$ cat config.mk
export PLATFORM = sky130hd
export DESIGN_NAME = control_fsm
export DESIGN_NICKNAME = d
export VERILOG_FILES = /design/src/rtl/control_fsm.sv
export SDC_FILE = /design/constraint.sdc
export NUM_CORES = 1
export LEC_CHECK = 0
export ABC_CLOCK_PERIOD_IN_PS = 1800
export CAP_MARGIN = 20
export CORE_ASPECT_RATIO = 1.4
export CORE_MARGIN = 3
export CORE_UTILIZATION = 40
export CTS_BUF_LIST = sky130_fd_sc_hd__clkbuf_8 sky130_fd_sc_hd__clkbuf_16
export DETAILED_ROUTE_END_ITERATION = 10
export GPL_TIMING_DRIVEN = 0
export PLACE_DENSITY_LB_ADDON = 0.3
export SLEW_MARGIN = 20
export SYNTH_ARGS = -nofsm -noshare
export SYNTH_HDL_FRONTEND = slang
export SYNTH_SLANG_ARGS = --single-unit
$ cat constraint.sdc
create_clock -name clk -period 1.8 [get_ports clk]
set_clock_uncertainty 0.2 [all_clocks]
set_input_delay 0.54 -clock clk [delete_from_list [all_inputs] [get_ports clk]]
set_output_delay 0.54 -clock clk [all_outputs]
set_load 0.01 [all_outputs]
$ cat src/rtl/control_fsm.sv
// control_fsm: multi-cycle control unit for the 9-bit datapath.
// Latches each instruction in FETCH, walks it through DECODE/EXEC/MEM/WB,
// decodes datapath controls from state and IR, handshakes with data memory,
// and keeps a retired-instruction count plus a sticky overflow flag.
module control_fsm (
  input  logic       clk,
  input  logic       rst,
  input  logic [8:0] inst,
  input  logic       BranchFlag,
  input  logic       overflow,
  input  logic       mem_ack,
  output logic       MemToReg,
  output logic       PcSrc,
  output logic       ALUSrc,
  output logic       RegWrite,
  output logic       Jump,
  output logic [2:0] ALUControl,
  output logic [2:0] AccControl,
  output logic       PcWrite,
  output logic       MemRead,
  output logic       MemWrite,
  output logic       halted,
  output logic       ovf_flag,
  output logic [7:0] retired
);

  localparam int unsigned IW = 9;
  localparam int unsigned CW = 3;
  localparam int unsigned RW = 8;

  localparam logic [CW-1:0] OP_ADD    = 3'b000;
  localparam logic [CW-1:0] OP_SUB    = 3'b001;
  localparam logic [CW-1:0] OP_JUMP   = 3'b010;
  localparam logic [CW-1:0] OP_BRANCH = 3'b011;
  localparam logic [CW-1:0] OP_LOAD   = 3'b100;
  localparam logic [CW-1:0] OP_STORE  = 3'b101;
  localparam logic [CW-1:0] OP_ADDI   = 3'b110;
  localparam logic [CW-1:0] OP_SYS    = 3'b111;

  localparam logic [CW-1:0] ALU_ADD = 3'b010;
  localparam logic [CW-1:0] ALU_SUB = 3'b110;

  typedef enum logic [2:0] {
    S_FETCH  = 3'd0,
    S_DECODE = 3'd1,
    S_EXEC   = 3'd2,
    S_MEM    = 3'd3,
    S_WB     = 3'd4,
    S_HALT   = 3'd5
  } state_t;

  state_t          r_state;
  state_t          w_next;
  logic [IW-1:0]   r_ir;
  logic            r_ovf;
  logic [RW-1:0]   r_retired;

  logic [CW-1:0]   w_op;
  logic            w_arith;
  logic            w_load;
  logic            w_store;
  logic            w_halt_op;
  logic            w_acc_op;
  logic [CW-1:0]   w_alu_ctl;
  logic            w_alu_src;

  assign w_op      = r_ir[8:6];
  assign w_load    = (w_op == OP_LOAD);
  assign w_store   = (w_op == OP_STORE);
  assign w_arith   = (w_op == OP_ADD) || (w_op == OP_SUB) || (w_op == OP_ADDI);
  assign w_halt_op = (w_op == OP_SYS) && (r_ir[5:0] == 6'b000000);
  assign w_acc_op  = (w_op == OP_SYS) && (r_ir[5:3] == 3'b001);
  assign w_alu_src = (w_op == OP_ADDI) || w_load || w_store;
  assign w_alu_ctl = (w_op == OP_SUB) ? ALU_SUB :
                     (w_arith || w_load || w_store) ? ALU_ADD : 3'b000;

  assign ovf_flag = r_ovf;
  assign retired  = r_retired;

  // State register
  always_ff @(posedge clk) begin
    if (rst) r_state <= S_FETCH;
    else     r_state <= w_next;
  end

  // Instruction register, loaded only while fetching
  always_ff @(posedge clk) begin
    if (rst)                     r_ir <= '0;
    else if (r_state == S_FETCH) r_ir <= inst;
  end

  // Sticky overflow from arithmetic EXEC cycles
  always_ff @(posedge clk) begin
    if (rst)                                         r_ovf <= 1'b0;
    else if ((r_state == S_EXEC) && w_arith && overflow) r_ovf <= 1'b1;
  end

  // Retired-instruction counter, one step per PC update, wraps naturally
  always_ff @(posedge clk) begin
    if (rst)          r_retired <= '0;
    else if (PcWrite) r_retired <= r_retired + RW'(1);
  end

  // Next-state and control decode
  always_comb begin
    w_next     = r_state;
    MemToReg   = 1'b0;
    PcSrc      = 1'b0;
    ALUSrc     = 1'b0;
    RegWrite   = 1'b0;
    Jump       = 1'b0;
    ALUControl = 3'b000;
    AccControl = 3'b000;
    PcWrite    = 1'b0;
    MemRead    = 1'b0;
    MemWrite   = 1'b0;
    halted     = 1'b0;

    case (r_state)
      S_FETCH: begin
        w_next = S_DECODE;
      end
      S_DECODE: begin
        ALUControl = w_alu_ctl;
        ALUSrc     = w_alu_src;
        w_next     = w_halt_op ? S_HALT : S_EXEC;
      end
      S_EXEC: begin
        ALUControl = w_alu_ctl;
        ALUSrc     = w_alu_src;
        case (w_op)
          OP_JUMP: begin
            Jump    = 1'b1;
            PcWrite = 1'b1;
            w_next  = S_FETCH;
          end
          OP_BRANCH: begin
            PcSrc   = BranchFlag;
            PcWrite = 1'b1;
            w_next  = S_FETCH;
          end
          OP_LOAD, OP_STORE: begin
            w_next = S_MEM;
          end
          OP_SYS: begin
            if (w_acc_op) AccControl = r_ir[2:0];
            PcWrite = 1'b1;
            w_next  = S_FETCH;
          end
          default: begin
            w_next = S_WB;
          end
        endcase
      end
      S_MEM: begin
        ALUControl = w_alu_ctl;
        ALUSrc     = w_alu_src;
        MemRead    = w_load;
        MemWrite   = w_store;
        if (mem_ack) begin
          PcWrite = w_store;
          w_next  = w_load ? S_WB : S_FETCH;
        end
      end
      S_WB: begin
        ALUControl = w_alu_ctl;
        ALUSrc     = w_alu_src;
        RegWrite   = 1'b1;
        PcWrite    = 1'b1;
        MemToReg   = w_load;
        w_next     = S_FETCH;
      end
      S_HALT: begin
        halted = 1'b1;
      end
      default: begin
        w_next = S_FETCH;
      end
    endcase
  end

endmodule

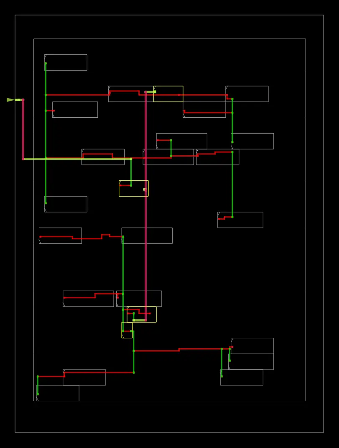
*Clock nets, run 1*
power dissipated in the clock network: 0.328 mW
Flop Count: 21
Inserted Clock Buffers: 3

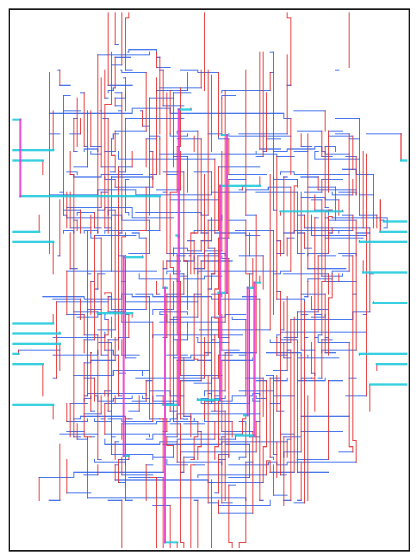
*Routed metal, one color a layer, run 1*
| layer | color | wire length |
|---|---|---|
| metal 4 | magenta | 197 um |
| metal 1 | blue | 1480 um |
| metal 2 | red | 2450 um |
| metal 3 | cyan | 140 um |

==> notes.md, run 1 <==
Observations from the implementation run.

Run status:
- The run finished, with violations left.
- The checks that failed: setup timing.

Yosys:
- The run gives the cell type with the largest total area after synthesis as sky130_fd_sc_hd__dfxtp_1.
- The cell-mix breakdown from Yosys lists the compound-gate area share as between 10% and 20%.
- For this run, the number of Yosys warnings is 0.
- Summing the areas of all xor and xnor instances in the mapped netlist gives 0% of the synthesized area.
- The run puts the area share of the largest cell type after synthesis at 33.67%.
- Yosys stat counts 159 cells in the synthesized netlist.
- For reference, the top logic cell family by area is simple AND/OR/NAND/NOR gates.
- Per Yosys stat, the portion of area used by sequential elements is 33.67%.

Min path:
- According to the hold report, the worst path is of the reg -> reg type.
- For the worst min-delay path, the startpoint reported by OpenROAD is r_ir[4].
- The run puts the number of cells traversed by the worst hold path at 2.

Floorplan:
- Across the placement rows, the number of tap cells is 37.
- The run puts the vertical die size at 72.11 um.
- 38 I/O pins were placed.
- The run gives the overall chip area as 3838 um2.
- The run gives the floorplan utilization as 42.54%.
- According to the floorplan log, the row count is 23.

Placed design:
- The run gives the HPWL after detailed placement as 2357 um.

Route:
- The count of nets left with antenna violations once routing finished came out at 0.
- Signal routing reaches up to met4.
- The run puts the routed via count divided by cell count at 5.475.

Clock network:
- The run puts the number of instances resized during post-cts repair at 121.
- The run puts the hold buffer count at CTS at 0.
- The run puts the number of clock sinks at 21.
- The run gives the TritonCTS clock tree as yes.
- The run puts the number of levels in the clock H-tree at 1.

Layout:
- Counting plain and timing-repair buffers in the layout gives roughly 73.
- The run gives the area taken by flip-flops and latches as approximately 440 um2.
- The run puts the total of fill cells in the finished design at 224.
- The run gives the post-layout instance area as about 2100 um2.
- The class occupying the most area after layout is reported as logic gates.
- The run gives the antenna diode count as 0.
- The top cell type in the final layout, fill and taps aside, is sky130_fd_sc_hd__nand2_1.

Global routing:
- The run puts the via count of the first global-routing pass at about 1400.
- The run puts the maximum number of pins on one net before global-route repair at 13.

Critical path:
- The run gives the capturing element type of the critical path as an output port.
- The run puts the slack of the worst reg-to-reg path at -0.24 ns.
- The report puts the cell count of the worst reg-to-reg path at 7.

Power and ir drop:
- The run gives the combinational group share of total power as 44.5%.
- The run gives the switching power total as between 0.5 and 0.6 mW.
- The run gives the group drawing the most power as combinational cells.

Final timing:
- The run gives the setup violation total in the final timing report as 29.
- In the post-route analysis, the smallest setup slack over all paths is -0.3662 ns.
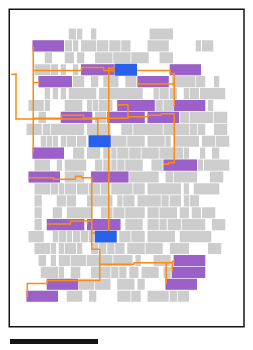
*Routed clock nets over the placement, run 1*
The bar under the picture is 20 um long.
[clock drivers] blue | count: 3
[flip-flops] purple | count: 21
[clock wires] orange | length: 314 um
routed clock nets: 4
flops lie: all over the die
Clock Power Share: 20.2%
Worst-Skew Late Latency: 0.27 ns

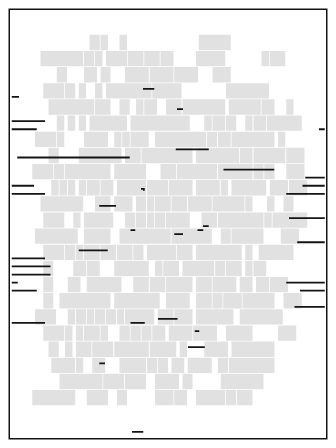
*M3 wires, run 1*
nets with wire on the layer: 29
main direction: horizontal
share of all routed wire: 3.3%
wire length on this layer: 140 um
met3 layer usage reported by global route: 2.053%
via count of the routed design: 1429

==> run 2, diff against run 1 <==
SLEW_MARGIN = unset   (was 20)
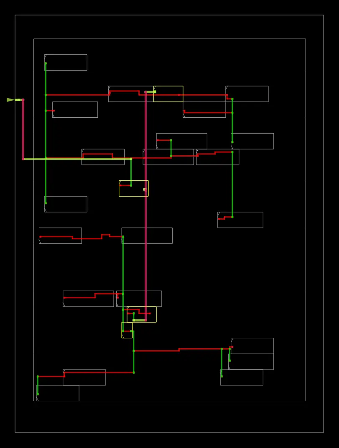
*Clock nets, run 2*
# clock sinks: 21
tally of clock buffers in the finished layout: 3

==> notes.md, run 2 <==
Observations from the implementation run.

Run status:
- The flow ran to the end, but the final reports show violations.
- The checks that failed: setup timing.

Min path:
- The type recorded for the worst min-delay path is reg -> reg.
- For the worst min-delay path, the startpoint reported by OpenROAD is r_ir[4].

Yosys:
- The run puts the number of cells in Yosys stat at 159 (unchanged).
- The run gives the share of synthesized area occupied by flip-flops and latches as 33.67% (unchanged).
- The run gives the complex-gate fraction of the synthesized area as 16.43% (unchanged).
- The yosys warning tally is 0 (unchanged).
- The run gives the area share of the largest cell type after synthesis as 33.67% (unchanged).
- The cell type that accounts for the most area after synthesis is sky130_fd_sc_hd__dfxtp_1.

Clock network:
- The run gives the TritonCTS clock tree as yes.
- The run gives the hold buffer count at CTS as 0 (unchanged).
- The number of levels in the clock H-tree came to 1 (unchanged).

Layout:
- The run puts the count of buffers not belonging to the clock network in the layout at 73 (unchanged).
- The run gives the most instantiated logic cell after routing as sky130_fd_sc_hd__nand2_1.
- The run gives the antenna diode count as 0 (unchanged).
- The run gives the post-layout instance area as 2150 um2 (unchanged).

Global routing:
- The run gives the via count of the first global-routing pass as 1395 (unchanged).
- The global-route track usage on met3 came to 2.053% (unchanged).
- The run gives the maximum number of pins on one net before global-route repair as 13 (unchanged).

Final timing:
- The run gives the setup violation total in the final timing report as 29 (unchanged).
- The run gives the setup slack after layout as -0.3662 ns (unchanged).

Floorplan:
- The run gives the floorplan utilization as 42.54% (unchanged).
- The top-level I/O count is 38 (unchanged).
- The run gives the overall chip area as 3838 um2 (unchanged).
- The run gives the placement row count as 23 (unchanged).

Power and ir drop:
- The switching power total is 0.5722 mW (unchanged).
- Ranked by power, first place goes to combinational cells.
- The run gives the combinational group share of total power as 44.5% (about the same).

Route:
- The run gives the top routing layer in use as met4.
Power and IR drop assume default switching activity.
